==> config.mk <==
export PLATFORM = sky130hd
export DESIGN_NAME = misr_core
export DESIGN_NICKNAME = d
export VERILOG_FILES = /design/src/rtl/response_misr_checker_pkg.sv /design/src/rtl/response_misr_checker_misr_core.sv
export SDC_FILE = /design/constraint.sdc
export NUM_CORES = 1
export LEC_CHECK = 0
export CAP_MARGIN = 0
export CORE_MARGIN = 3
export CORE_UTILIZATION = 30
export DETAILED_ROUTE_END_ITERATION = 8
export HOLD_SLACK_MARGIN = 0.02
export PLACE_DENSITY = 0.7
export SYNTH_ARGS = -nofsm -noshare
export SYNTH_HDL_FRONTEND = slang
export SYNTH_SLANG_ARGS = --single-unit
==> constraint.sdc <==
create_clock -name clk -period 2.6 [get_ports clk]
set_clock_uncertainty 0.15 [all_clocks]
set_input_delay 0.39 -clock clk [delete_from_list [all_inputs] [get_ports clk]]
set_output_delay 0.39 -clock clk [all_outputs]
set_load 0.01 [all_outputs]
**Run 1: wiring heat map**

Bar = 20 um. The die is cut into 12 by 12 equal tiles; white is low, dark blue is high, scaled to the fullest tile. Values are wire area over tile area, all layers added.
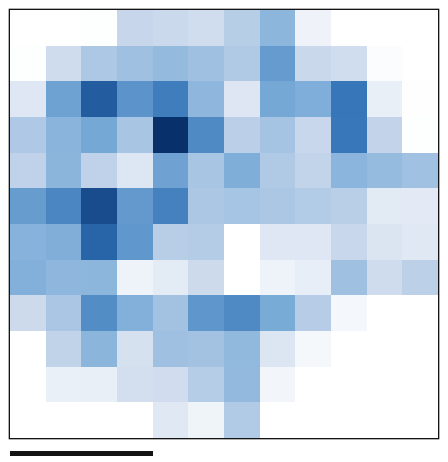
22% of the tiles are nearly empty. The mean over all tiles is 0.10. The emptiest ninth of the die: bottom right.
wire per inst: 15.03 um
via count: 715
final wirelength: 2.254 mm
All-Layer GR Usage: 13.93%

**Run 1: the clock network**

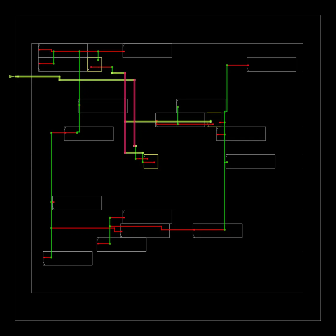
flop count: 16
clock network power consumption: 0.000135 W
Sinks on Clock Net: 16
layout clock buffer count: 3
CTS Buf Count: 3

**Run 1: clock wires, drivers and flops**

Bar = 20 um.
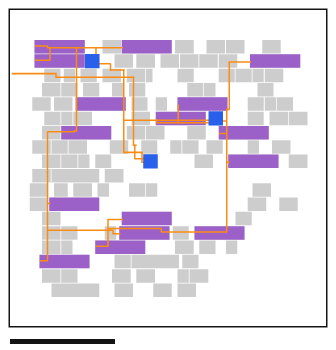
Key: flip-flops = purple [count 16]; clock-net drivers = blue [count 3]; clock wires = orange [length 264 um]
There are 4 routed clock nets.
Latency at later pin: 290 ps
clock share of power: 18.6%

==> impl_metrics.env, run 1 <==
# flow metrics
export IMPL_outcome="complete, no violations"
export IMPL_yosys_stat_cells=70
export IMPL_rsz0062_at_grt="false"
export IMPL_cts_hold_buffers=0
export IMPL_max_slew_margin_pct=57.05
export IMPL_fin_crit_sh_pct=91.61
export IMPL_utilization_pct=54.79
export IMPL_reg2reg_depth=2
export IMPL_critPathBufInv=1
export IMPL_dieWidth_um=60.03
export IMPL_crit_cells=2
export IMPL_worst_pin_slew_ps=642.3
export IMPL_netlist_area_sq_um=875.8
export IMPL_critPathMaxFanout=6
export IMPL_path_cells="xor3_2 -> clkdlybuf4s50_1"
export IMPL_flop_cell="dfstp_2"
export IMPL_coreArea_sq_mm=0.002613
export IMPL_hold_class="register to register"
export IMPL_yosysChipArea_sq_um=875.8
export IMPL_die_area_sq_mm=0.003604
export IMPL_grt_pass1_wl_mm=3.677
export IMPL_top_area_cell="dfstp_2"
export IMPL_clock_path_buffers=2
export IMPL_final_hold_violation_count=0
export IMPL_cts_tree="yes"
export IMPL_final_comb_area_sq_um=429.2
export IMPL_syn_area_per_cell_sq_um=12.51
export IMPL_clkTransAtPathRegs_ps=90
export IMPL_required_ps=2060
export IMPL_crit_family="flip-flops"
export IMPL_crit_type="register to output port"
export IMPL_antenna_cells=0
export IMPL_avgViaCountPerCell=4.767
export IMPL_drtPass1Iterations=4
export IMPL_drt_first_iter_violations=14
export IMPL_first_global_vias=813
export IMPL_slowest_delay_ps=600
export IMPL_synth_flop_count=16
export IMPL_syn_nets=90
export IMPL_route_met3_wl_um=192
export IMPL_crit_path_end_kind="output port"
export IMPL_cpMaxStageDelayCell="dfstp_2"
export IMPL_edf_count=0
export IMPL_r2r_setup_slack_ps=1030
export IMPL_arrival_ps=1840
export IMPL_synthTopCellsByArea="dfstp_2, a211o_1, xor2_1"
export IMPL_place_ws_ps=364.3
export IMPL_place_congestion=0.6348
export IMPL_async_flop_share_pct=100.0
export IMPL_hpwl_mm=1.609
export IMPL_tool_warnings=26
export IMPL_ys_seq_share_pct=48.00
export IMPL_largest_reg_flops=16
export IMPL_drc=0
export IMPL_synth_warnings=0
export IMPL_worst_slack_ps=218.1
export IMPL_area_growth_pct=63.43
export IMPL_cts_resized_gates=0
export IMPL_io_pins=52
export IMPL_cts_root_buf="clkbuf_4"
export IMPL_drive_above_1_share_pct=19.17
export IMPL_die_y_um=60.03
export IMPL_post_cts_setup_buffer_count=0
export IMPL_finalMaxSlewViolations=0
export IMPL_route_met2_wl_mm=1.106
export IMPL_wl_met1_um=926
export IMPL_period_minus_slack_ps=2382
export IMPL_maxUsedRoutingLayer="met4"
export IMPL_setup_viol=0
export IMPL_min_path_cells=2
export IMPL_rows=18
export IMPL_syn_inst=70
export IMPL_ir_drop_uv=519.2
export IMPL_top_cells_by_count="a211o_1, dfstp_2, nor2b_1, xor2_1"
export IMPL_nets=142
export IMPL_htreeDepth=1
export IMPL_initial_core_util_pct=33.52
export IMPL_fillCellCount=239
export IMPL_grt_max_degree=33
export IMPL_top_cell_area_share_pct=48.00
export IMPL_flop_area_sq_um=420.4
export IMPL_synth_cell_types=8
export IMPL_startpoint_type="register"
export IMPL_io_buffers=51
export IMPL_tns_ps=0
export IMPL_overflow=0
export IMPL_powerDensity_mw_per_mm2=506.8
export IMPL_p_leak_nw=0.5848
export IMPL_fmax_ghz=0.4198
export IMPL_ant_nets=0
export IMPL_antenna_found_initial=0
export IMPL_drv_cap=0
-- run 1: layout make-up --
type | instances | share of cell area [%]
well taps | 30 | 2.622
repair buffers | 52 | 36.19
inverters | 1 | 0.2622
flip-flops and latches | 16 | 29.37
clock buffers | 3 | 1.573
multi-input cells | 48 | 29.98
-- run 1: worst register-to-register path, cell delays in order, from the launching register on --
cell and delay, ps:
dfstp_2 600, xor3_2 460, a211o_1 300
-- run 1: placed cells by master, fill, tap and decap left out --
| cell type | n |
|---|---|
| xor2_1 | 13 |
| xor3_2 | 3 |
| clkbuf_4 | 3 |
| inv_1 | 1 |
| buf_4 | 1 |
| nor2b_1 | 16 |
| clkdlybuf4s50_1 | 51 |
| dfstp_2 | 16 |
| a211o_1 | 16 |
-- run 1: power breakdown --
part / internal [W] / switching [W]
sequential: 0.000287 / 0.0000197
combinational: 0.000177 / 0.000107
clock: 0.0000540 / 0.0000810
-- run 1: metal layers --
| layer | GRT usage [%] | vias to the layer above |
|---|---|---|
| li1 | - | 340 |
| met1 | 16.69 | 342 |
| met2 | 21.91 | 28 |
| met3 | 6.479 | 5 |
| met4 | 4.747 | 0 |
| met5 | 0 | - |
-- run 1: per-stage QoR --
step | std cells | hold slack, ps | instance area [sq um] | power [W]
floorplan | 70 | 454.5 | 875.8 | 0.0004322
global placement | 147 | 547.3 | 1409 | 0.0005933
detailed placement | 147 | 546.3 | 1409 | 0.0005958
CTS | 150 | 581.9 | 1431 | 0.0007392
global route | 150 | 615.5 | 1431 | 0.0007702
finish | 150 | 576.9 | 1431 | 0.0007254
-- run 1: logic make-up after synthesis --
kind of cell	Yosys count	share of synthesized area [%]
AOI/OAI and AO/OA	16	16.00
xor gates and xnor gates	16	21.57
buffers and inverters	6	2.999
DFF	16	48.00
and+or+nand+nor	16	11.43
## Run 2: what changed since run 1
==> constraint.sdc (replaced) <==
create_clock -name clk -period 2.3 [get_ports clk]
set_clock_uncertainty 0.15 [all_clocks]
set_input_delay 0.345 -clock clk [delete_from_list [all_inputs] [get_ports clk]]
set_output_delay 0.345 -clock clk [all_outputs]
set_load 0.01 [all_outputs]
**Run 2: M3 wires**

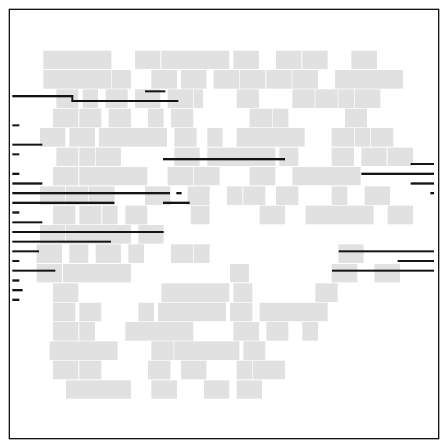
26 nets have wire on it. The longest straight run is 21.8 um.
final wirelength: 2.278 mm
via count: 721
met3 GRT Util: 6.479%

==> run 2 against run 1 <==
Net effect: sequential share of layout area shrank 0.28 points; combinational power up 11%; global-route usage grew 0.18 points; synthesized area is the same; clock power up about 10%; largest power group unchanged.
==> impl_metrics.env, run 2 <==
# flow metrics
export IMPL_crit_type="register to output port"
export IMPL_max_slew_margin_pct=57.24
export IMPL_htreeDepth=1
export IMPL_power_net_switching_w=0.0002354
export IMPL_startpoint_type="register"
export IMPL_synthTopCellsByArea="dfstp_2, a211o_1, xor2_1"
export IMPL_rsz0062_at_grt="false"
export IMPL_area_growth_pct=65.00
export IMPL_flop_cell="dfstp_2"
export IMPL_period_minus_slack_ps=2213
export IMPL_async_flop_share_pct=100.0
export IMPL_swShare_pct=28.88
export IMPL_drtPass1Iterations=4
export IMPL_fin_cells=152
export IMPL_hold_class="register to register"
export IMPL_drive_above_1_share_pct=20.49
export IMPL_path_cells="buf_4 -> xor3_2 -> dlygate4sd2_1"
export IMPL_ys_seq_share_pct=48.00
export IMPL_syn_area_per_cell_sq_um=12.51
export IMPL_p_leak_nw=0.6069
export IMPL_rows=18
export IMPL_ant_nets=0
export IMPL_r2r_setup_slack_ps=660
export IMPL_p_clk_share_pct=18.8
export IMPL_clkTransAtPathRegs_ps=90
export IMPL_final_hold_violation_count=0
export IMPL_setup_viol=0
export IMPL_grt_usage_pct=14.11
export IMPL_arrival_ps=1720
export IMPL_io_buffers=51
export IMPL_largest_reg_flops=16
export IMPL_cts_root_buf="clkbuf_4"
export IMPL_crit_family="flip-flops"
export IMPL_hpwl_mm=1.609
export IMPL_syn_nets=90
export IMPL_nets=144
export IMPL_placed_cells=147
export IMPL_ir_drop_uv=586.7
export IMPL_critPathBufInv=2
export IMPL_drt_first_iter_violations=19
export IMPL_overflow=0
export IMPL_avgViaCountPerCell=4.743
export IMPL_drv_cap=0
export IMPL_yosysChipArea_sq_um=875.8
export IMPL_mostFrequentLayoutCell="clkdlybuf4s50_1"
export IMPL_yosys_stat_cells=70
export IMPL_netlist_area_sq_um=875.8
export IMPL_p_int_w=0.0005797
export IMPL_cts_made_buffers=3
export IMPL_clock_latency_late_pin_ps=290
export IMPL_grt_pass1_wl_mm=3.712
export IMPL_reg2reg_depth=3
export IMPL_die_area_sq_mm=0.003604
export IMPL_top_cell_area_share_pct=48.00
export IMPL_fin_total_pwr_w=0.0008151
export IMPL_outcome="complete, no violations"
export IMPL_routedWlPerCell_um=14.99
export IMPL_fillCellCount=242
export IMPL_drc=0
export IMPL_final_cell_mix="clkdlybuf4s50_1, nor2b_1, a211o_1, dfstp_2, xor2_1"
export IMPL_grt_max_degree=33
export IMPL_finalMaxSlewViolations=0
export IMPL_cts_tree="yes"
export IMPL_powerDensity_mw_per_mm2=564.0
export IMPL_worst_pin_slew_ps=639.4
export IMPL_antenna_found_initial=0
export IMPL_top_area_cell="dfstp_2"
export IMPL_edf_count=0
export IMPL_coreArea_sq_mm=0.002613
export IMPL_tns_ps=0
export IMPL_syn_inst=70
export IMPL_cts_hold_buffers=0
[run 2: power groups by stage]
stage                     clock, W  sequential, W  combinational [W]
after floorplan                  0       0.000361           0.000128
after global placement           0       0.000350           0.000320
after detailed placement         0       0.000351           0.000322
after CTS                 0.000163       0.000347           0.000321
after global routing      0.000174       0.000351           0.000341
final                     0.000153       0.000346           0.000316
[run 2: logic make-up after synthesis]
kind of cell	after synthesis	synth area share (%)
buf+inv	6	2.999
flops	16	48.00
xor+xnor	16	21.57
compound gates	16	16.00
simple gates	16	11.43
[run 2: layout make-up]
| cell class | count | area (sq um) | area share, % |
|---|---|---|---|
| clock buffers | 3 | 22.52 | 1.558 |
| repair buffers | 54 | 531.8 | 36.80 |
| flip-flops and latches | 16 | 420.4 | 29.09 |
| well taps | 30 | 37.54 | 2.597 |
| multi-input cells | 48 | 429.2 | 29.70 |
| inverters | 1 | 3.754 | 0.2597 |
[run 2: through the flow]
stage / setup WS, ps / cell area (sq um) / hold slack [ps] / utilization (%)
final: 87.13 / 1445 / 576.8 / 55.32
after global routing: 5.071 / 1445 / 612.4 / 55.32
after CTS: 51.24 / 1443 / 581.9 / 55.22
after detailed placement: 154.3 / 1409 / 546.3 / 53.93
after global placement: 167.4 / 1409 / 547.3 / 53.93
after floorplan: 713.6 / 875.8 / 409.5 / -
[run 2: per-layer routing]
| metal | vias to the layer above | global-route usage (%) | wire length (um) |
|---|---|---|---|
| li1 | 344 | - | - |
| met1 | 344 | 16.82 | 934 |
| met2 | 28 | 22.38 | 1123 |
| met3 | 5 | 6.479 | 192 |
| met4 | 0 | 4.747 | 28 |
| met5 | - | 0 | 0 |
[run 2: timing repair]
action	in CTS	in global routing
endpoints found under the setup margin	3	1
resized	3	1
setup buffers	2	0
Power figures rest on the tool's default switching activity, not on a simulated workload.
